<file path="config.mk">
export PLATFORM = sky130hd
export DESIGN_NAME = pc_unit
export DESIGN_NICKNAME = d
export VERILOG_FILES = /design/src/rtl/pc_unit.sv
export SDC_FILE = /design/constraint.sdc
export NUM_CORES = 1
export LEC_CHECK = 0
export ABC_AREA = 1
export CAP_MARGIN = 20
export CELL_PAD_IN_SITES_DETAIL_PLACEMENT = 1
export CELL_PAD_IN_SITES_GLOBAL_PLACEMENT = 1
export CORE_MARGIN = 4
export CORE_UTILIZATION = 28
export CTS_CLUSTER_SIZE = 14
export DETAILED_ROUTE_END_ITERATION = 6
export HOLD_SLACK_MARGIN = 0.05
export MAX_ROUTING_LAYER = met4
export PLACE_DENSITY = 0.77
export SYNTH_ARGS = -nofsm -noshare
export SYNTH_HDL_FRONTEND = slang
export SYNTH_SLANG_ARGS = --single-unit
</file>
<file path="constraint.sdc">
create_clock -name clk -period 1.7 [get_ports clk]
set_input_delay 0.34 -clock clk [delete_from_list [all_inputs] [get_ports clk]]
set_output_delay 0.34 -clock clk [all_outputs]
set_load 0.05 [all_outputs]
</file>
<file path="src/rtl/pc_unit.sv">
// Program counter for the RISC-V fetch stage: selects the next fetch address from
// sequential increment, branch/jump redirect, trap entry or trap return.
module pc_unit #(
  parameter int unsigned     XLEN         = 32,
  parameter logic [XLEN-1:0] RESET_VECTOR = '0,
  parameter logic [XLEN-1:0] TRAP_VECTOR  = XLEN'(32'h0000_0100),
  parameter int unsigned     INC_BYTES    = 4
) (
  input  logic            clk,
  input  logic            reset_n,
  input  logic            stall_i,
  input  logic            halt_i,
  input  logic            resume_i,
  input  logic            redirect_i,
  input  logic [XLEN-1:0] redirect_target_i,
  input  logic            trap_i,
  input  logic [XLEN-1:0] trap_pc_i,
  input  logic            mret_i,
  input  logic            fetch_ready_i,
  output logic [XLEN-1:0] pc_o,
  output logic [XLEN-1:0] pc_plus_o,
  output logic            fetch_valid_o,
  output logic [XLEN-1:0] epc_o,
  output logic            flush_o,
  output logic            misalign_o,
  output logic [1:0]      state_o
);

  typedef enum logic [1:0] {
    ST_BOOT = 2'b00,
    ST_RUN  = 2'b01,
    ST_HALT = 2'b10
  } state_e;

  state_e          state_q, state_d;
  logic [XLEN-1:0] pc_q, pc_d;
  logic [XLEN-1:0] epc_q, epc_d;
  logic            flush_q, flush_d;
  logic            misalign_q, misalign_d;
  logic [XLEN-1:0] pc_plus;
  logic            fetch_valid;

  // Wraps modulo 2^XLEN by construction of the XLEN-bit sum.
  assign pc_plus     = pc_q + XLEN'(INC_BYTES);
  assign fetch_valid = (state_q == ST_RUN);

  always_comb begin
    // NOTE: every signal assigned here gets a default first so no path infers a latch.
    state_d    = state_q;
    pc_d       = pc_q;
    epc_d      = epc_q;
    flush_d    = 1'b0;
    misalign_d = 1'b0;

    case (state_q)
      ST_BOOT: state_d = ST_RUN;

      ST_RUN: begin
        if (trap_i) begin
          pc_d    = TRAP_VECTOR;
          epc_d   = trap_pc_i;
          flush_d = 1'b1;
        end else if (mret_i) begin
          pc_d    = epc_q;
          flush_d = 1'b1;
        end else if (redirect_i && (redirect_target_i[1:0] == 2'b00)) begin
          pc_d    = redirect_target_i;
          flush_d = 1'b1;
        end else if (redirect_i) begin
          pc_d       = TRAP_VECTOR;
          epc_d      = pc_q;
          flush_d    = 1'b1;
          misalign_d = 1'b1;
        end else if (stall_i || (fetch_valid && !fetch_ready_i)) begin
          pc_d = pc_q;
        end else begin
          pc_d = pc_plus;
        end

        // Halt only once the outstanding fetch has been accepted.
        if (halt_i && fetch_ready_i) begin
          state_d = ST_HALT;
        end
      end

      ST_HALT: begin
        if (trap_i) begin
          pc_d    = TRAP_VECTOR;
          epc_d   = trap_pc_i;
          flush_d = 1'b1;
          state_d = ST_RUN;
        end else if (resume_i) begin
          state_d = ST_RUN;
        end
      end

      default: state_d = ST_BOOT;
    endcase
  end

  always_ff @(posedge clk or negedge reset_n) begin
    if (!reset_n) begin
      state_q    <= ST_BOOT;
      pc_q       <= RESET_VECTOR;
      epc_q      <= '0;
      flush_q    <= 1'b0;
      misalign_q <= 1'b0;
    end else begin
      // NOTE: non-blocking assignments so every register samples pre-edge values.
      state_q    <= state_d;
      pc_q       <= pc_d;
      epc_q      <= epc_d;
      flush_q    <= flush_d;
      misalign_q <= misalign_d;
    end
  end

  assign pc_o          = pc_q;
  assign pc_plus_o     = pc_plus;
  assign fetch_valid_o = fetch_valid;
  assign epc_o         = epc_q;
  assign flush_o       = flush_q;
  assign misalign_o    = misalign_q;
  assign state_o       = state_q;

endmodule
</file>
Routing congestion:
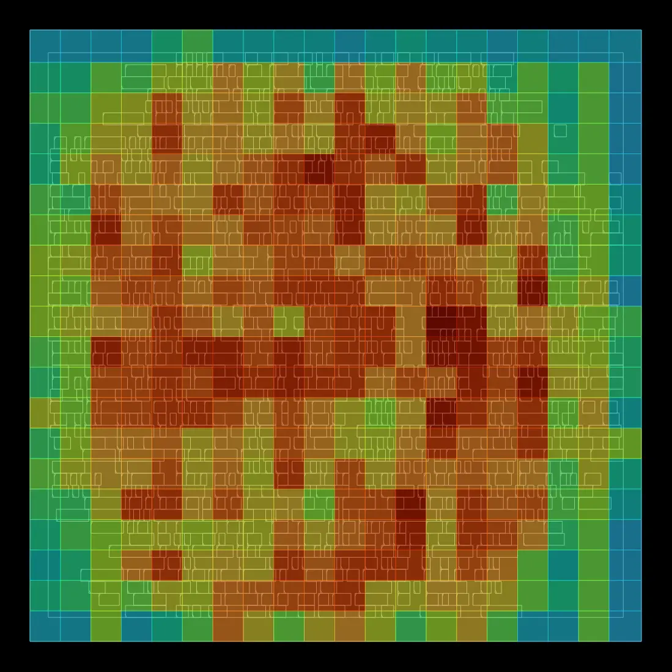
most used routing layer in global routing: met2
post-layout util: 0.592
met1 Use GR: 0.288
Global Route met3 Usage: 0.0414
Total Routing Usage GR: 0.243

M1 wires:
(4 px per µm) Supply wires on this layer in grey.
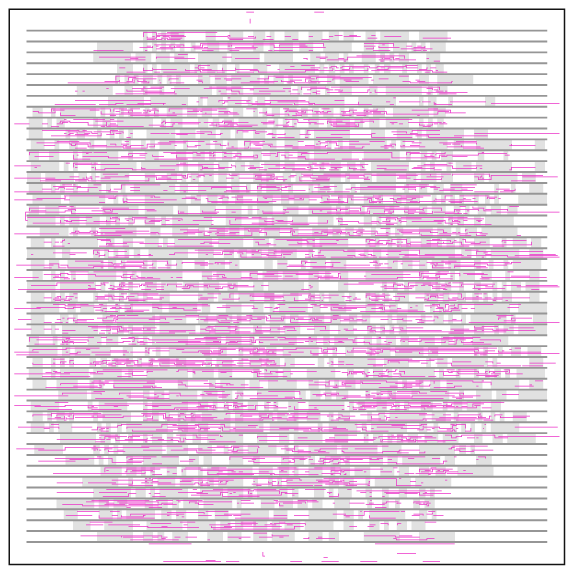
wire length on this layer: 11600 µm
nets with wire on the layer: 1025
main direction: horizontal
longest straight run: 49.7 µm
share of all routed wire: 40%

Sequential cells grouped by signal name:
(3 px per µm) Other sequential cells in the stronger grey, the rest of the logic in the fainter grey.
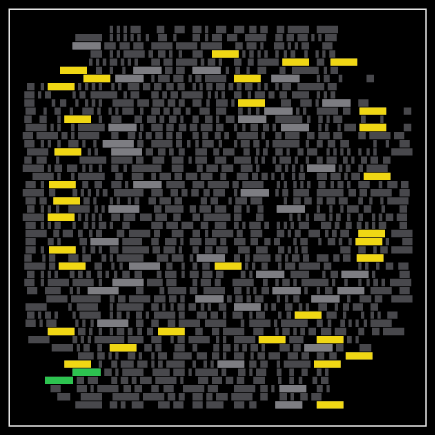
| signal | colour | placed flops |
|---|---|---|
| epc_o | yellow | 32 |
| state_o | green | 2 |
sequential cell area: 1760 µm²
Seq power: 3060 µW
sequential cell area share: 0.178

Routed metal, one colour a layer:
(3 px per µm) Two of the layers only.
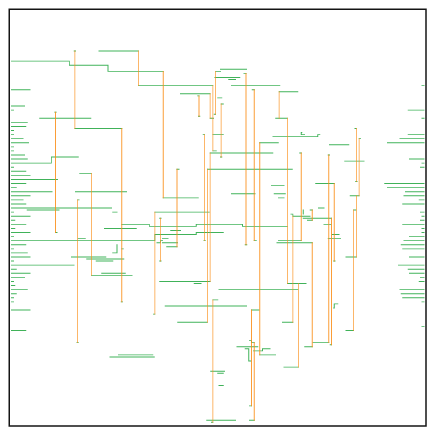
| layer | colour | wire length |
|---|---|---|
| met4 | orange | 1230 µm |
| met3 | green | 1260 µm |
WL per Instance: 22.9 µm
routed wire length: 29100 µm
vias: 6579

==> reports/qor.csv <==
metric;value;unit
distinct lib cells;35;
Critical Path End;pc_plus_o[18];
Worst slew margin;0.753;
antenna-violating nets left;0;
CP Cell Sequence;ha_4 -> nand2_4 -> nor2_4 -> buf_12 -> nand2_8 -> nor2_4 -> or2_4 -> and2_4 -> buf_12;
clock buffers;14;
#MultiIn Comb;560;
total CTS buffers;9;
Post-synth EDFFs;0;
final setup vio count;74;
Switching Fraction;0.521;
xor+xnor area frac;0.00735;
Synth Net Count;821;
YS chip area;4760;µm²
NetSw;9290;µW
Mapped Avg Cell Area;6.41;µm²
setup ws final;-0.602;ns
Sequential Power Share;0.171;
RSZ-0062 raised after global routing;true;
Hold WS;0.441;ns
Worst EP required;1.36;ns
latest clock arrival within the worst-skew pair;0.37;ns
Total Power;17800;µW
Area leader share;0.357;
critical path launch point type;flip-flop;
diodes inserted;0;
IO Pins;174;
peak supply drop;1.30;mV
total die size;19200;µm²
Commonest flop;dfrtp_1;
Plain + repair buffers;319;
Final Cycle Share;1.35;
ys flops;68;
Resized Gates After CTS;77;
area fraction in mux cells;0;
stages on the worst setup path;9;
failing checks;setup timing;
Final Net Count;1121;
combinational fraction of design power;0.724;
row count;47;
Layout area overhead;107;%
routed length on met2;15000;µm
area leader, netlist;dfrtp_1;
Top pwr grp;combinational logic;
most numerous logic cell after layout;nand2_1;
Slew Viols, Final;0;
router iterations before antenna repair;4;
post-place setup slack;-0.237;ns
critical path class;flip-flop to primary output;
ClkCell Share;0.0278;
crit path launch;pc_o[3];
CP arrival;1.96;ns
CTS sink cnt;68;
comb pwr;12900;µW
Synth Warn #;0;
slowest library cell on the worst path;dfrtp_4;
adder share;0.0131;
max cap viols;0;
placed cells;1195;
WP buf/inv;2;
crit-path max cell delay;0.51;ns
Root Buffer;clkbuf_16;
largest net degree at the start of global routing;38;
Layout fillers;1914;
Power Clock;1860;µW
drc violations;0;
crit-path max FO;3;
Post-synth top cells;nand2_1 (294), inv_1 (81), nor2_1 (77);
HPWL after detailed placement;16900;µm
status;finished with violations;
Leakage Power;0.00450;µW
inverter count;85;
initial antenna violation count;0;
Seq share, synth;0.357;
async set or reset register ratio after synthesis;1.00;
Die Y;138;µm
worst clock skew;0.0182;ns
share of cells above drive strength 1;0.477;
number of global-route vias before repair;6588;
grt ovf;0;
worst flop-to-flop path startpoint;pc_o[7];
Fmax;434;MHz
crit path time final;2.30;ns
first-pass GRT wire length;36300;µm
Power and IR drop assume default switching activity.
